Design shared_reg_arbiter, sky130hd; sources not shown.
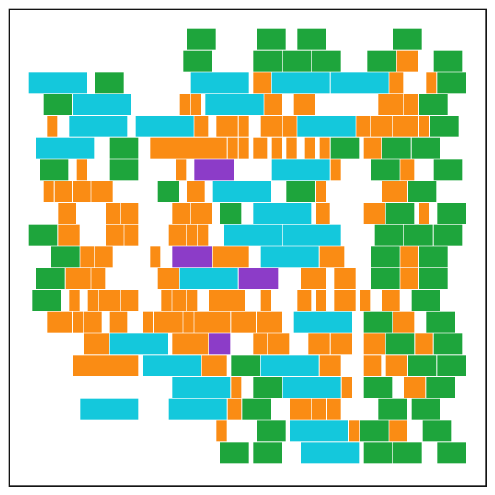
run_1/cell_classes.png
Scale: 8 px per micron.
| class | colour | cells | share of their area |
|---|---|---|---|
| flip-flops | cyan | 27 | 28% |
| other buffers and delay cells | green | 62 | 32% |
| all other logic | orange | 114 | 38% |
| clock drivers and dummy loads | purple | 4 | 2.5% |
Seq area share: 0.274
core footprint: 0.00298 sq mm
post-route cell area: 0.00197 sq mm

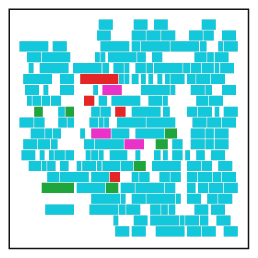
run_1/drive_strength.png
Scale: 4 px per micron.
| size | colour | cells | share | most used |
|---|---|---|---|---|
| drive 3 to 4 | red | 4 | 1.9% | buf_4 |
| drive 2 | green | 7 | 3.4% | a21o_2 |
| drive 6 and up | magenta | 3 | 1.4% | clkbuf_8 |
| drive 1 or less | cyan | 193 | 93% | clkdlybuf4s50_1 |
Non-clk bufs: 62
Final Worst Setup Slack: 0.345 ns
Layout area overhead: 52.7%

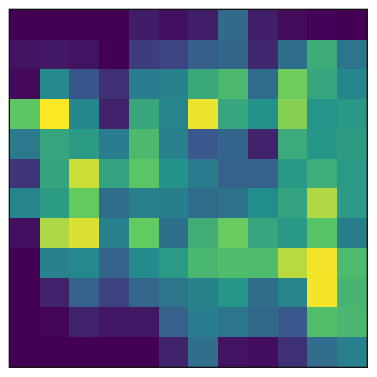
run_1/wire_density.png
Scale: 6 px per micron. The die is cut into 12 by 12 equal tiles; dark purple is low, yellow is high, scaled to the fullest tile. Values are wire area over tile area, all layers added.
emptiest ninth of the die: lower left
mean over tiles: 0.16
nearly empty tiles: 11%
fullest tile: 0.41
GRT Overall Usage: 0.200
final wirelength: 3490 microns
via count: 1294
WL per Instance: 14.6 microns

==> impl_metrics.env, run 1 <==
# flow metrics
export IMPL_final_antenna_net_count=0
export IMPL_final_hold_viol_count=0
export IMPL_path_cells="clkdlybuf4s50_1 -> mux4_2 -> nand2_1 -> inv_1 -> o21ai_0 -> o21a_1"
export IMPL_tns_ns=0
export IMPL_min_period_ns=1.85
export IMPL_postCtsSetupBuffers=0
export IMPL_fin_cells=240
export IMPL_crit_fanout=7
export IMPL_status="complete, no violations"
export IMPL_die_area_sq_mm=0.00353
export IMPL_drt_pass1_iterations=4
export IMPL_grt_pass1_wl_microns=5510
export IMPL_topCellsByArea="dfxtp_1, inv_1, a21oi_1"
export IMPL_cp_depth=6
export IMPL_avgViaCountPerCell=5.39
export IMPL_start_kind="input pin"
export IMPL_first_iter_violations=34
export IMPL_cts_buffers=3
export IMPL_max_cap_viol_count=0
export IMPL_io_buffers=60
export IMPL_finalSetupViolations=0
export IMPL_synthCells=146
export IMPL_ys_flops=27
export IMPL_pwr_density_cell_mw_per_mm2=517
export IMPL_slew_violations=0
export IMPL_path_clk_slew_ns=0.09
export IMPL_p_sw_mw=0.253
export IMPL_row_count=20
export IMPL_avgSynthCellArea_sq_um=8.84
export IMPL_rsz0062_at_grt="no"
export IMPL_route_detailed_drc=0
export IMPL_max_slew_margin=0.682
export IMPL_combPwrFrac=0.222
export IMPL_power_leakage_nw=0.855
export IMPL_ys_types=36
export IMPL_rr_worst_depth=6
export IMPL_ctsHoldBuffers=0
export IMPL_cts_buffer_depth=2
export IMPL_drive_gt1_frac=0.0676
export IMPL_arrival_ns=2.07
export IMPL_routabilityCongestion=0.770
-- run 1: placed cells by master (no fill, tap or decap), types with 2 or more instances in the layout --
cell and n:
a221oi_1 3, a21o_2 3, nor4_1 3, ha_1 4, a211oi_1 4, and2_1 3, a21o_1 3, inv_1 16
a22oi_1 4, o22ai_1 4, o21a_1 3, nor2_1 7, a21oi_1 11, or2_2 2, nand2b_1 3, clkbuf_8 3
dfxtp_1 27, o31ai_1 2, nand2_1 12, clkdlybuf4s50_1 60, nand3b_1 4, a311oi_1 2, nor2b_1 4, buf_4 2
o21ai_0 6
-- run 1: power groups by stage --
stage	clock network [mW]	logic [mW]	registers [mW]
2_1_floorplan	0	0.0918	0.532
3_3_place_gp	0	0.220	0.527
3_5_place_dp	0	0.224	0.528
4_1_cts	0.282	0.227	0.517
5_1_grt	0.299	0.246	0.519
6_report	0.274	0.226	0.517
-- run 1: worst register-to-register path: stages, from the launching register on --
cell and delay, ns:
dfxtp_1 0.44, inv_1 0.09, ha_1 0.34, nor2b_1 0.29, a22oi_1 0.13, a211oi_1 0.36
a21oi_1 0.08
-- run 1: area by class of cell --
| cell class | count | area [sq um] |
|---|---|---|
| flip-flops and latches | 27 | 541 |
| repair buffers | 62 | 616 |
| clock buffers | 3 | 41.3 |
| fillers | 251 | 1010 |
| clock inverters | 1 | 7.51 |
| multi-input cells | 98 | 663 |
| well taps | 33 | 41.3 |
| inverters | 16 | 60.1 |
-- run 1: metal layers --
metal / track usage / part of all wire / up-vias
met1: 0.233 / 0.42 / 589
met2: 0.364 / 0.47 / 57
met5: 0 / 0 / -
li1: - / - / 644
met3: 0.0502 / 0.10 / 4
met4: 0.0487 / 0.0072 / 0
-- run 1: kinds of logic after synthesis --
| logic type | Yosys count | share of synthesized area |
|---|---|---|
| compound gates | 46 | 0.253 |
| fa+ha+maj | 4 | 0.0388 |
| buf+inv | 21 | 0.0669 |
| flops | 27 | 0.419 |
| mux | 2 | 0.0252 |
| simple gates | 46 | 0.197 |
run_1/met3.png
Scale: 6 px per micron.
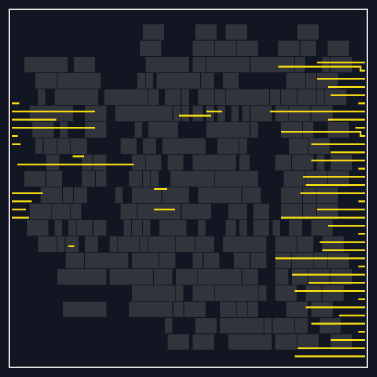

==> run 1 -> run 2 <==
clock period = 1.8 ns   (was 2.2 ns; I/O delays follow)
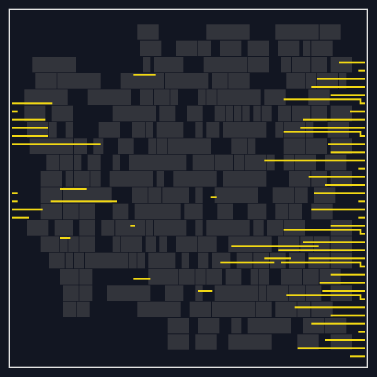
run_2/met3.png
Scale: 6 px per micron.
nets with wire on the layer: 54
main direction: horizontal
longest straight run: 16.5 microns
via count: 1332
GR Util met3: 0.0371
final wirelength: 3730 microns

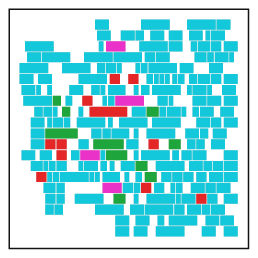
run_2/drive_strength.png
Scale: 4 px per micron.
| size | colour | cells | share | most used |
|---|---|---|---|---|
| drive 1 or less | cyan | 190 | 88% | clkdlybuf4s50_1 |
| drive 6 and up | magenta | 4 | 1.9% | clkbuf_8 |
| drive 2 | green | 10 | 4.7% | a21o_2 |
| drive 3 to 4 | red | 11 | 5.1% | buf_4 |
Layout area overhead: 58.8%
Final Worst Setup Slack: 0.0747 ns
Non-clk bufs: 70

==> impl_metrics.env, run 2 <==
# flow metrics
export IMPL_status="complete, no violations"
export IMPL_first_global_vias=1375
export IMPL_die_area_sq_mm=0.00353
export IMPL_clock_latency_ns=0.28
export IMPL_rr_worst_depth=5
export IMPL_timing_final_crit_share=0.959
export IMPL_grt_util_all_layers=0.212
export IMPL_max_cap_viol_count=0
export IMPL_whs_ns=0.450
export IMPL_first_iter_violations=71
export IMPL_clock_sinks=27
export IMPL_avgSynthCellArea_sq_um=8.84
export IMPL_synthCells=146
export IMPL_ys_flops=27
export IMPL_yosysCellCount=146
export IMPL_grt_overflow=0
export IMPL_die_x_microns=59.4
export IMPL_initCoreUtil=0.433
export IMPL_avgViaCountPerCell=5.37
export IMPL_route_detailed_drc=0
export IMPL_most_common_cell="dfxtp_1"
export IMPL_dp_slack_ns=-0.161
export IMPL_placedCellCount=244
export IMPL_drive_gt1_frac=0.116
export IMPL_openroad_warnings=28
export IMPL_grt_pass1_wl_microns=5640
export IMPL_criticalPathCategory="reg2out"
export IMPL_ios=61
export IMPL_cts_root_buf="clkbuf_8"
export IMPL_cts_tree="yes"
export IMPL_pwr_density_cell_mw_per_mm2=624
export IMPL_seq_area_sq_um=542
export IMPL_layout_top_cell="clkdlybuf4s50_1"
export IMPL_crit_fanout=4
export IMPL_path_clk_slew_ns=0.09
export IMPL_power_leakage_nw=0.900
export IMPL_rsz0062_at_grt="no"
export IMPL_slew_violations=0
export IMPL_grt_max_degree=17
export IMPL_most_common_layout_cells="clkdlybuf4s50_1, dfxtp_1, inv_1"
export IMPL_htreeDepth=1
export IMPL_comb_area_sq_um=668
export IMPL_cts_buffer_depth=2
export IMPL_final_hold_viol_count=0
export IMPL_drt_pass1_iterations=4
export IMPL_dpl_hpwl_microns=3020
export IMPL_ys_types=36
export IMPL_die_h_microns=59.4
export IMPL_final_antenna_net_count=0
export IMPL_core_area_sq_mm=0.00298
export IMPL_ys_flop_type="dfxtp_1"
export IMPL_max_slew_margin=0.681
export IMPL_min_period_ns=1.73
export IMPL_avgRoutedWirePerCell_microns=15.0
export IMPL_row_count=20
export IMPL_endpoint_kind="output pin"
export IMPL_start_kind="flip-flop"
export IMPL_max_freq_mhz=580
export IMPL_nFillCells=245
export IMPL_final_nets=259
export IMPL_top_cells_by_count="dfxtp_1, inv_1, nand2_1, a21oi_1, nor2_1"
export IMPL_routabilityCongestion=0.777
export IMPL_edf_count=0
export IMPL_fin_cells=248
export IMPL_finalSetupViolations=0
export IMPL_io_buffers=60
export IMPL_topCellsByArea="dfxtp_1, inv_1, a21oi_1"
export IMPL_grt_antenna_before_repair=0
export IMPL_worstPathRequired_ns=1.53
export IMPL_yosysWarningCount=0
export IMPL_syn_area_sq_mm=0.00129
export IMPL_cts_buffers=3
export IMPL_arrival_ns=1.46
export IMPL_ys_area_sq_mm=0.00129
-- run 2: cell counts after synthesis --
Identical to the previous run, type by type.
-- run 2: cells by family (layout without fill, tap and decap cells) --
family / count (synthesis) / count (layout) / share of synthesized area
DFF: 27 / 27 / 0.419
adders and majority gates: 4 / 4 / 0.0388
muxes: 2 / 2 / 0.0252
and+or+nand+nor: 46 / 46 / 0.197
AOI/OAI and AO/OA: 46 / 46 / 0.253
buffers and inverters: 21 / 90 / 0.0669
-- run 2: final cells by class --
cell class / instances / area share
clock buffer: 3 / 0.0202
sequential: 27 / 0.265
timing repair buffer: 70 / 0.336
clock inverter: 1 / 0.00367
tap: 33 / 0.0202
multi-input combinational: 98 / 0.326
inverter: 16 / 0.0293
-- run 2: metrics by stage --
stage               setup TNS (ns)  instance area (sq um)
floorplan                        0                   1260
global placement            -0.985                   1990
detailed placement           -2.03                   1990
CTS                              0                   2040
global route                     0                   2050
finish                           0                   2050
-- run 2: critical path, stage by stage, from the launching register on --
cell,delay [ns]
dfxtp_1,0.34
nor2_1,0.29
inv_1,0.07
clkdlybuf4s50_1,0.48
-- run 2: routing by layer --
metal | share of wire | up-vias | GRT usage
met5 | 0 | - | 0
li1 | - | 655 | -
met1 | 0.38 | 607 | 0.217
met4 | 0.017 | 0 | 0.0877
met2 | 0.50 | 63 | 0.413
met3 | 0.10 | 7 | 0.0371
-- run 2: repair_timing --
action	CTS	global route
gates resized	1	2
buffers inserted	0	0
gates cloned	0	0
endpoints found under the setup margin	2	14
hold buffers	0	0
-- run 2: power by group --
part / switching (mW) / internal (mW)
sequential: 0.0138 / 0.618
combinational: 0.121 / 0.176
clock: 0.191 / 0.157
total: 0.326 / 0.952
Power figures rest on the tool's default switching activity, not on a simulated workload.
